**src/rtl/weight_bank_pkg.sv**
```systemverilog
// Shared state encoding and default geometry for the weight bank.
// addr_w() gives the width of an index that must be at least one bit.
package weight_bank_pkg;

   localparam int DEF_M    = 8;
   localparam int DEF_S    = 8;
   localparam int DEF_N    = 32;
   localparam int DEF_FRAC = 16;

   typedef enum logic [1:0] {
      ST_IDLE = 2'd0,
      ST_LOAD = 2'd1,
      ST_READ = 2'd2
   } state_t;

   function automatic int addr_w(input int depth);
      return (depth > 1) ? $clog2(depth) : 1;
   endfunction

endpackage

```
**src/rtl/weight_load_ptr.sv**
```systemverilog
// Row/column write pointer for weight loading; column runs fastest and the
// pointer returns to (0,0) after the last word of the bank.
module weight_load_ptr
   import weight_bank_pkg::*;
#(
   parameter  int M  = DEF_M,
   parameter  int S  = DEF_S,
   localparam int AW = addr_w(S),
   localparam int CW = addr_w(M)
) (
   input  logic          clk,
   input  logic          rst,
   input  logic          adv,
   output logic [AW-1:0] row,
   output logic [CW-1:0] col,
   output logic          last
);

   logic [AW-1:0] row_q, row_d;
   logic [CW-1:0] col_q, col_d;
   logic          col_wrap;

   assign col_wrap = (32'(col_q) == M - 1);
   assign last     = col_wrap && (32'(row_q) == S - 1);
   assign row      = row_q;
   assign col      = col_q;

   always_comb begin
      row_d = row_q;
      col_d = col_q;
      if (adv) begin
         if (last) begin
            row_d = '0;
            col_d = '0;
         end else if (col_wrap) begin
            row_d = row_q + AW'(1);
            col_d = '0;
         end else begin
            col_d = col_q + CW'(1);
         end
      end
   end

   always_ff @(posedge clk or posedge rst) begin
      if (rst) begin
         row_q <= '0;
         col_q <= '0;
      end else begin
         row_q <= row_d;
         col_q <= col_d;
      end
   end

endmodule

```
**src/rtl/weight_bank.sv**
```systemverilog
// S x M bank of fixed-point weights: streamed in word by word, read out a
// row at a time (single row or full sweep) through a valid/ready port.
module weight_bank
   import weight_bank_pkg::*;
#(
   parameter  int M    = DEF_M,
   parameter  int S    = DEF_S,
   parameter  int n    = DEF_N,
   parameter  int FRAC = DEF_FRAC,
   localparam int AW   = addr_w(S)
) (
   input  logic          clk,
   input  logic          rst,
   input  logic          load_valid,
   output logic          load_ready,
   input  logic [n-1:0]  load_data,
   output logic          load_done,
   input  logic          rd_start,
   input  logic          rd_mode,
   input  logic [AW-1:0] rd_addr,
   output logic          rd_err,
   output logic [M*n-1:0] W,
   output logic          W_valid,
   input  logic          W_ready,
   output logic          W_last,
   output logic          busy
);

   localparam int CW = addr_w(M);
   localparam logic [n-1:0] RST_WORD = {{(n-1){1'b0}}, 1'b1} << FRAC;

   state_t         state_q, state_d;
   logic [n-1:0]   mem_q [S][M];
   logic [n-1:0]   mem_d [S][M];
   logic [M*n-1:0] w_q, w_d;
   logic           w_valid_q, w_valid_d;
   logic           w_last_q, w_last_d;
   logic [AW-1:0]  rd_row_q, rd_row_d;
   logic           rd_err_q, rd_err_d;
   logic           load_done_q, load_done_d;
   logic           rdy_en_q;

   logic [AW-1:0]  ptr_row;
   logic [CW-1:0]  ptr_col;
   logic           ptr_last;
   logic           wr_en;
   logic           rd_go;
   logic           load_row;
   logic [AW-1:0]  sel_row;

   // rdy_en_q keeps load_ready low through reset and up to the first edge after it.
   assign rd_go      = rd_start && (state_q == ST_IDLE) && (rd_mode || (32'(rd_addr) < S));
   assign load_ready = rdy_en_q && (state_q != ST_READ) && !rd_go;
   assign wr_en      = load_valid && load_ready;

   assign W         = w_q;
   assign W_valid   = w_valid_q;
   assign W_last    = w_last_q;
   assign rd_err    = rd_err_q;
   assign load_done = load_done_q;
   assign busy      = (state_q != ST_IDLE);

   weight_load_ptr #(.M(M), .S(S)) u_ptr (
      .clk  (clk),
      .rst  (rst),
      .adv  (wr_en),
      .row  (ptr_row),
      .col  (ptr_col),
      .last (ptr_last)
   );

   always_comb begin
      state_d     = state_q;
      mem_d       = mem_q;
      w_d         = w_q;
      w_valid_d   = w_valid_q;
      w_last_d    = w_last_q;
      rd_row_d    = rd_row_q;
      rd_err_d    = 1'b0;
      load_done_d = 1'b0;
      load_row    = 1'b0;
      sel_row     = rd_row_q;

      if (wr_en) begin
         mem_d[ptr_row][ptr_col] = load_data;
      end

      case (state_q)
         ST_IDLE: begin
            if (rd_go) begin
               sel_row   = rd_mode ? '0 : rd_addr;
               rd_row_d  = sel_row;
               load_row  = 1'b1;
               w_valid_d = 1'b1;
               w_last_d  = !rd_mode || (S == 1);
               state_d   = ST_READ;
            end else begin
               rd_err_d = rd_start;
               if (wr_en) begin
                  load_done_d = ptr_last;
                  state_d     = ptr_last ? ST_IDLE : ST_LOAD;
               end
            end
         end
         ST_LOAD: begin
            rd_err_d = rd_start;
            if (wr_en && ptr_last) begin
               load_done_d = 1'b1;
               state_d     = ST_IDLE;
            end
         end
         ST_READ: begin
            rd_err_d = rd_start;
            if (W_ready) begin
               if (w_last_q) begin
                  w_valid_d = 1'b0;
                  w_last_d  = 1'b0;
                  state_d   = ST_IDLE;
               end else begin
                  sel_row  = rd_row_q + AW'(1);
                  rd_row_d = sel_row;
                  load_row = 1'b1;
                  w_last_d = (32'(rd_row_q) + 1 == S - 1);
               end
            end
         end
         default: state_d = ST_IDLE;
      endcase

      if (load_row) begin
         for (int c = 0; c < M; c++) begin
            w_d[c*n +: n] = mem_q[sel_row][c];
         end
      end
   end

   always_ff @(posedge clk or posedge rst) begin
      if (rst) begin
         state_q     <= ST_IDLE;
         w_q         <= '0;
         w_valid_q   <= 1'b0;
         w_last_q    <= 1'b0;
         rd_row_q    <= '0;
         rd_err_q    <= 1'b0;
         load_done_q <= 1'b0;
         rdy_en_q    <= 1'b0;
         for (int r = 0; r < S; r++) begin
            for (int c = 0; c < M; c++) begin
               mem_q[r][c] <= RST_WORD;
            end
         end
      end else begin
         state_q     <= state_d;
         w_q         <= w_d;
         w_valid_q   <= w_valid_d;
         w_last_q    <= w_last_d;
         rd_row_q    <= rd_row_d;
         rd_err_q    <= rd_err_d;
         load_done_q <= load_done_d;
         rdy_en_q    <= 1'b1;
         mem_q       <= mem_d;
      end
   end

endmodule

```
**config.mk**
```make
export PLATFORM = sky130hd
export DESIGN_NAME = weight_bank
export DESIGN_NICKNAME = d
export VERILOG_FILES = /design/src/rtl/weight_bank_pkg.sv /design/src/rtl/weight_load_ptr.sv /design/src/rtl/weight_bank.sv
export SDC_FILE = /design/constraint.sdc
export NUM_CORES = 2
export LEC_CHECK = 0
export CAP_MARGIN = 20
export CELL_PAD_IN_SITES_DETAIL_PLACEMENT = 1
export CELL_PAD_IN_SITES_GLOBAL_PLACEMENT = 2
export CORE_ASPECT_RATIO = 1.1
export CORE_MARGIN = 4
export CORE_UTILIZATION = 49
export DETAILED_ROUTE_END_ITERATION = 6
export PLACE_DENSITY = 0.86
export REMOVE_ABC_BUFFERS = 1
export SETUP_SLACK_MARGIN = 0.05
export SLEW_MARGIN = 5
export SYNTH_ARGS = -nofsm -noshare
export SYNTH_HDL_FRONTEND = slang
export SYNTH_HIERARCHICAL = 1
export SYNTH_SLANG_ARGS = --single-unit
export TNS_END_PERCENT = 5
```
**constraint.sdc**
```tcl
create_clock -name clk -period 199.6 [get_ports clk]
set_input_delay 29.94 -clock clk [delete_from_list [all_inputs] [get_ports clk]]
set_output_delay 29.94 -clock clk [all_outputs]
set_load 0.1 [all_outputs]
```
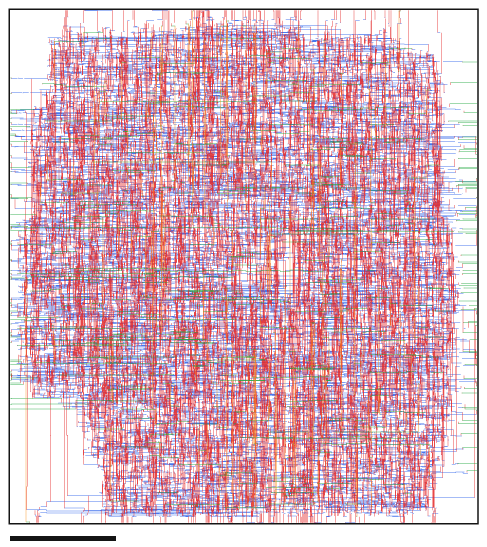
layers.png
Bar = 100 um.
legend:
  red:
    layer: M2
    wire_length: 145 mm
  blue:
    layer: M1
    wire_length: 122 mm
  green:
    layer: M3
    wire_length: 11,400 um
  orange:
    layer: M4
    wire_length: 9,790 um

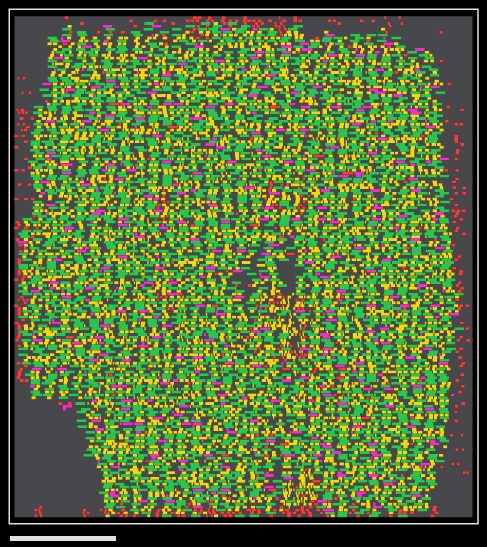
class_map.png
Bar = 100 um. Fill, decap, tap and diode cells in gray.
legend:
  red:
    class: remaining buffers and delay cells
    cells: 474
  magenta:
    class: clock drivers and dummy loads
    cells: 426
  green:
    class: sequential cells
    cells: 2,320
  yellow:
    class: remaining logic cells
    cells: 3,971

==> run notes <==
Implementation results are summarized by area below.

Power
The cell-internal power is 0.000950 W. The power report attributes to the combinational group a share of 0.345. The clock group share of total power is 0.287. Per the OpenROAD power report, leakage power amounts to 54.9 nW.

The power share of the sequential group is 0.368. The switching power of the nets is 0.000601 W. The share of total power consumed by net switching is 0.388. Total power for the finished layout comes to 0.00155 W.

In this run the power density over the cells is 13.6 nW/um2. The maximum ir drop on the vdd rail is 0.0156 mV.

Run
The tool warning count is 60. The number of max-capacitance violations reported is 0.

Floorplanning
The overall die width is 441 um. Per the OpenROAD floorplan log, the height of the die is 485 um. After floorplanning, the core was divided into 174 placement rows. The initial cell density of the core is 0.494.

The die covers 214,000 um2. The number of primary I/O pins is 303.

Placed design
As logged by OpenROAD, the buffers inserted on ports number 302. The global placer's final weighted congestion is 0.754. The HPWL after detailed placement is 153,000 um.

Clocking
The count of hold buffers inserted by post-cts repair is 0. The clock transition at the registers of the reported paths is 0.06 ns. Gates resized during post-CTS repair numbered 0. The H-tree was split into 4 levels. Clock tree synthesis inserted a total of 232 buffers. In this run the post-CTS setup repair buffer count came out at 0.

TritonCTS built the clock tree. The CTS root buffer is clkbuf_16. The skew report gives the latency at the later pin of the worst-skew pair as 0.88 ns.

The clock tree has to reach 2,320 sinks. CTS reports a maximum clock tree buffer depth of 3.

Timing
The number of max-slew violations in the final report is 0. Counting endpoints that fail hold in the final report gives 0. Post-route period utilization is reported as 0.310. Clock skew on the completed layout was measured at 0.0403 ns. The clock period minus final worst setup slack is 61.91 ns. The worst slew slack as a fraction of its limit is 0.214. The maximum achievable frequency is 0.0162 GHz. For this run, the final setup violation count is recorded as 0. Summed over all failing endpoints, the final setup total negative slack is 0 ns. Setup repair after global routing left no endpoint under its margin. At the pin with the least slew margin, the transition time is 1.18 ns.

Outcome
The flow ran to the end, and the final reports show no timing, DRC or antenna violations.

Detailed routing
The remaining routing DRC violations is 0. Once iteration 0 of detailed routing completed, the report listed 4,267 DRC markers. Before antenna repair, the detailed router went through 5 iterations. The script logs the ratio of routed vias to standard cells as 6.09.

The detailed-route wire length per cell is 29.1 um. The total number of vias is 60,400. The number of nets still failing antenna checks after routing is 0. Summed over all layers, the routed wires come to 289,000 um.

Min path
The class of the most critical hold timing path is reg2reg. The startpoint identified for the worst hold timing path is W[87]$_DFFE_PP0P_.

Finish
Compared with the post-synthesis result, the final layout area differs by 13.1%. The total number of nets in the final design is 7,050. The share of layout cells above drive strength 1 is 0.410.

GRT
The number of global-route vias before repair is 67,700. Entering global routing, the biggest net connects 179 pins. The total global-route track usage is 0.270. The global route stage reports its total congestion overflow as 0. The first-pass GRT wire length is 439,000 um. The number of antenna violations at the first check in global routing is 14.

Setup path
The critical path starts at rd_start. STA classifies the critical path startpoint as an input port. The longest incremental delay of any stage on the critical path is reported as 1.13 ns. The endpoint of the most critical register-to-register path is W[160]$_DFFE_PP0P_. According to the timing report, the critical path is captured at load_ready.

Per the timing report, the biggest fanout along the worst path comes to 7. Measured in cells, the most critical reg-to-reg path has a length of 12. The slowest cell on the critical path is clkdlybuf4s50_1. Data arrives at the worst endpoint at 31.97 ns. The cell sequence reported for the critical path is clkdlybuf4s50_1 > nand2_1 > and3b_1 > clkdlybuf4s50_1. The worst flop-to-flop path startpoint is state_q[1]$_DFFE_PP0P_. The worst setup path is of the in2out kind.

The required time reported for the critical path endpoint is 169.66 ns. The timing report gives the worst reg2reg path a setup slack of 193.89 ns. STA classifies the critical path endpoint as an output port. By instance count, the cell type seen most on the critical path is clkdlybuf4s50_1.

Synth
The average cell area after synthesis is 14.5 um2. The post-synth count of flops with an enable pin is 0. Counting distinct cell types in the post-synthesis netlist gives 49. Ranked by total cell area, the synthesized netlist is headed by dfrtp_1, mux2_2, mux2i_1, mux4_2, nand2_1. The dominant cell type by area after synthesis is dfrtp_1. The area recorded from the Yosys report for this design is 101,000 um2. The share of the Yosys chip area taken by registers is 0.574.

The synthesized cell area is 101,000 um2. The total of warnings raised by yosys is 6. The synthesized netlist cell count is 6,960.

The prevailing post-synth register cell is dfrtp_1. The area share of the leading cell type in the synthesized netlist is 0.558. For reference, the top cells by count after synthesis are dfrtp_1, mux2_2, mux2i_1. The most used standard cell by instance count after synthesis is dfrtp_1. After synthesis, the share of flip-flops with an asynchronous set or reset is 1.00.

The flip-flop and latch count after synthesis is 2,320. In the Yosys report the total cell count is 6,960.
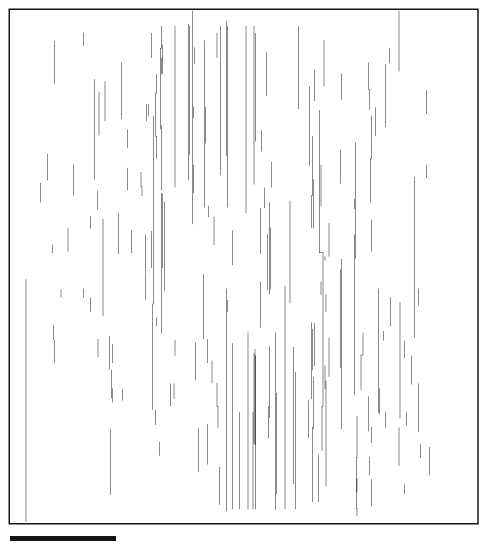
m4.png
Bar = 100 um.
nets with wire on the layer: 89
share of all routed wire: 3.4%

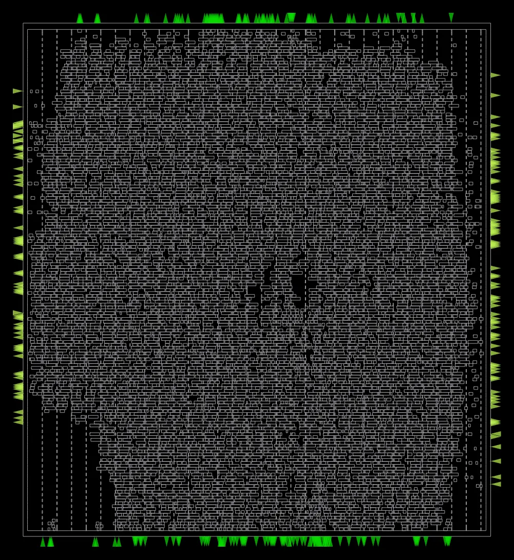
placed.png
utilization after layout: 0.559
fill cell count: 18,900
area of the core: 205,000 um2
sequential share of cell area: 0.508

[registers in the layout (all words and copies together), names as in the netlist]
signal     count
u_ptr/row      3
W_valid        1
W_last         1
load_done      1
rdy_en_q       1
mem_q       2048
rd_row_q       3
W            256
u_ptr/col      3
rd_err         1
state_q        2
[cells by family after synthesis]
| family | count (synthesis) | share of synthesized area |
|---|---|---|
| mux | 2766 | 0.324 |
| flops | 2320 | 0.574 |
| compound gates | 589 | 0.0487 |
| simple gates | 589 | 0.0232 |
| other cells | 1 | 0.0000370 |
| buf+inv | 685 | 0.0289 |
| fa+ha+maj | 10 | 0.00124 |
[routing by layer]
metal	vias to the layer above	wire length [um]	GRT usage
met5	-	0	0
met4	0	9790	0.0902
met3	401	11400	0.0333
met2	1213	145000	0.465
met1	33400	122000	0.356
li1	25400	-	-
[how the worst min path moves through the flow]
| stage | end | slack (ns) | cells past startpoint |
|---|---|---|---|
| floorplan | mem_q[1640]$_DFFE_PP0P_ | 0.47 | 1 |
| global placement | W[38]$_DFFE_PP0P_ | 0.47 | 2 |
| detailed placement | W[87]$_DFFE_PP0P_ | 0.47 | 2 |
| CTS | W[38]$_DFFE_PP0P_ | 0.49 | 2 |
| global route | mem_q[204]$_DFFE_PP0P_ | 0.51 | 1 |
| finish | W[87]$_DFFE_PP0P_ | 0.49 | 2 |
[critical path, delay by kind of cell]
family / cells / cell delay, ns
and+or+nand+nor: 2 / 0.34
buffers and inverters: 2 / 1.69
[power by group through the flow]
stage                     Clock, W  Sequential [W]  Combinational (W)
after floorplan                  0        0.000696           0.000416
after global placement           0        0.000575           0.000530
after detailed placement         0        0.000579           0.000537
after CTS                 0.000453        0.000571           0.000540
after global routing      0.000473        0.000576           0.000560
final                     0.000445        0.000571           0.000536
[cell usage in the layout (no fill, tap or decap), drive strengths merged, types with 2 or more instances in the layout]
cell type	synthesis	layout
a21oi	7	7
a221o	16	16
a22o	2	2
a2bb2oi	186	186
a32o	110	110
and2	3	3
and3b	3	3
buf	359	206
bufinv	0	15
clkbuf	310	358
clkdlybuf4s50	0	268
clkinv	1	45
clkinvlp	0	2
dfrtp	2256	2256
dfstp	64	64
diode	0	7
ha	10	10
inv	15	22
mux2	2052	2052
mux2i	513	513
mux4	201	201
nand2	486	486
nand2b	5	5
nand3	7	7
nand3b	6	6
nand4	2	2
nand4b	3	3
nor2	63	63
nor2b	3	3
nor4b	2	2
o211ai	185	185
o21ai	4	4
o22ai	18	18
o31ai	55	55
[cell type report]
class,count,area [um2]
Antenna cell,7,17.5
Multi-Input combinational cell,3955,40600
Sequential cell,2320,58100
Inverter,16,77.6
Tap cell,2728,3410
Fill cell,18900,90400
Clock inverter,68,862
Timing Repair Buffer,474,4400
Clock buffer,358,6920
[stage by stage]
stage | instance area [um2] | cells | utilization | setup WS, ns | hold slack (ns)
global route | 114000 | 9920 | 0.559 | 137.63 | 0.511
global placement | 106000 | 9485 | 0.520 | 137.65 | 0.472
floorplan | 98400 | 6291 | - | 104.38 | 0.474
detailed placement | 106000 | 9486 | 0.520 | 137.69 | 0.474
finish | 114000 | 9926 | 0.559 | 137.69 | 0.489
CTS | 114000 | 9912 | 0.558 | 137.69 | 0.493
No activity file was given, so power comes from the tool's default toggle rates.
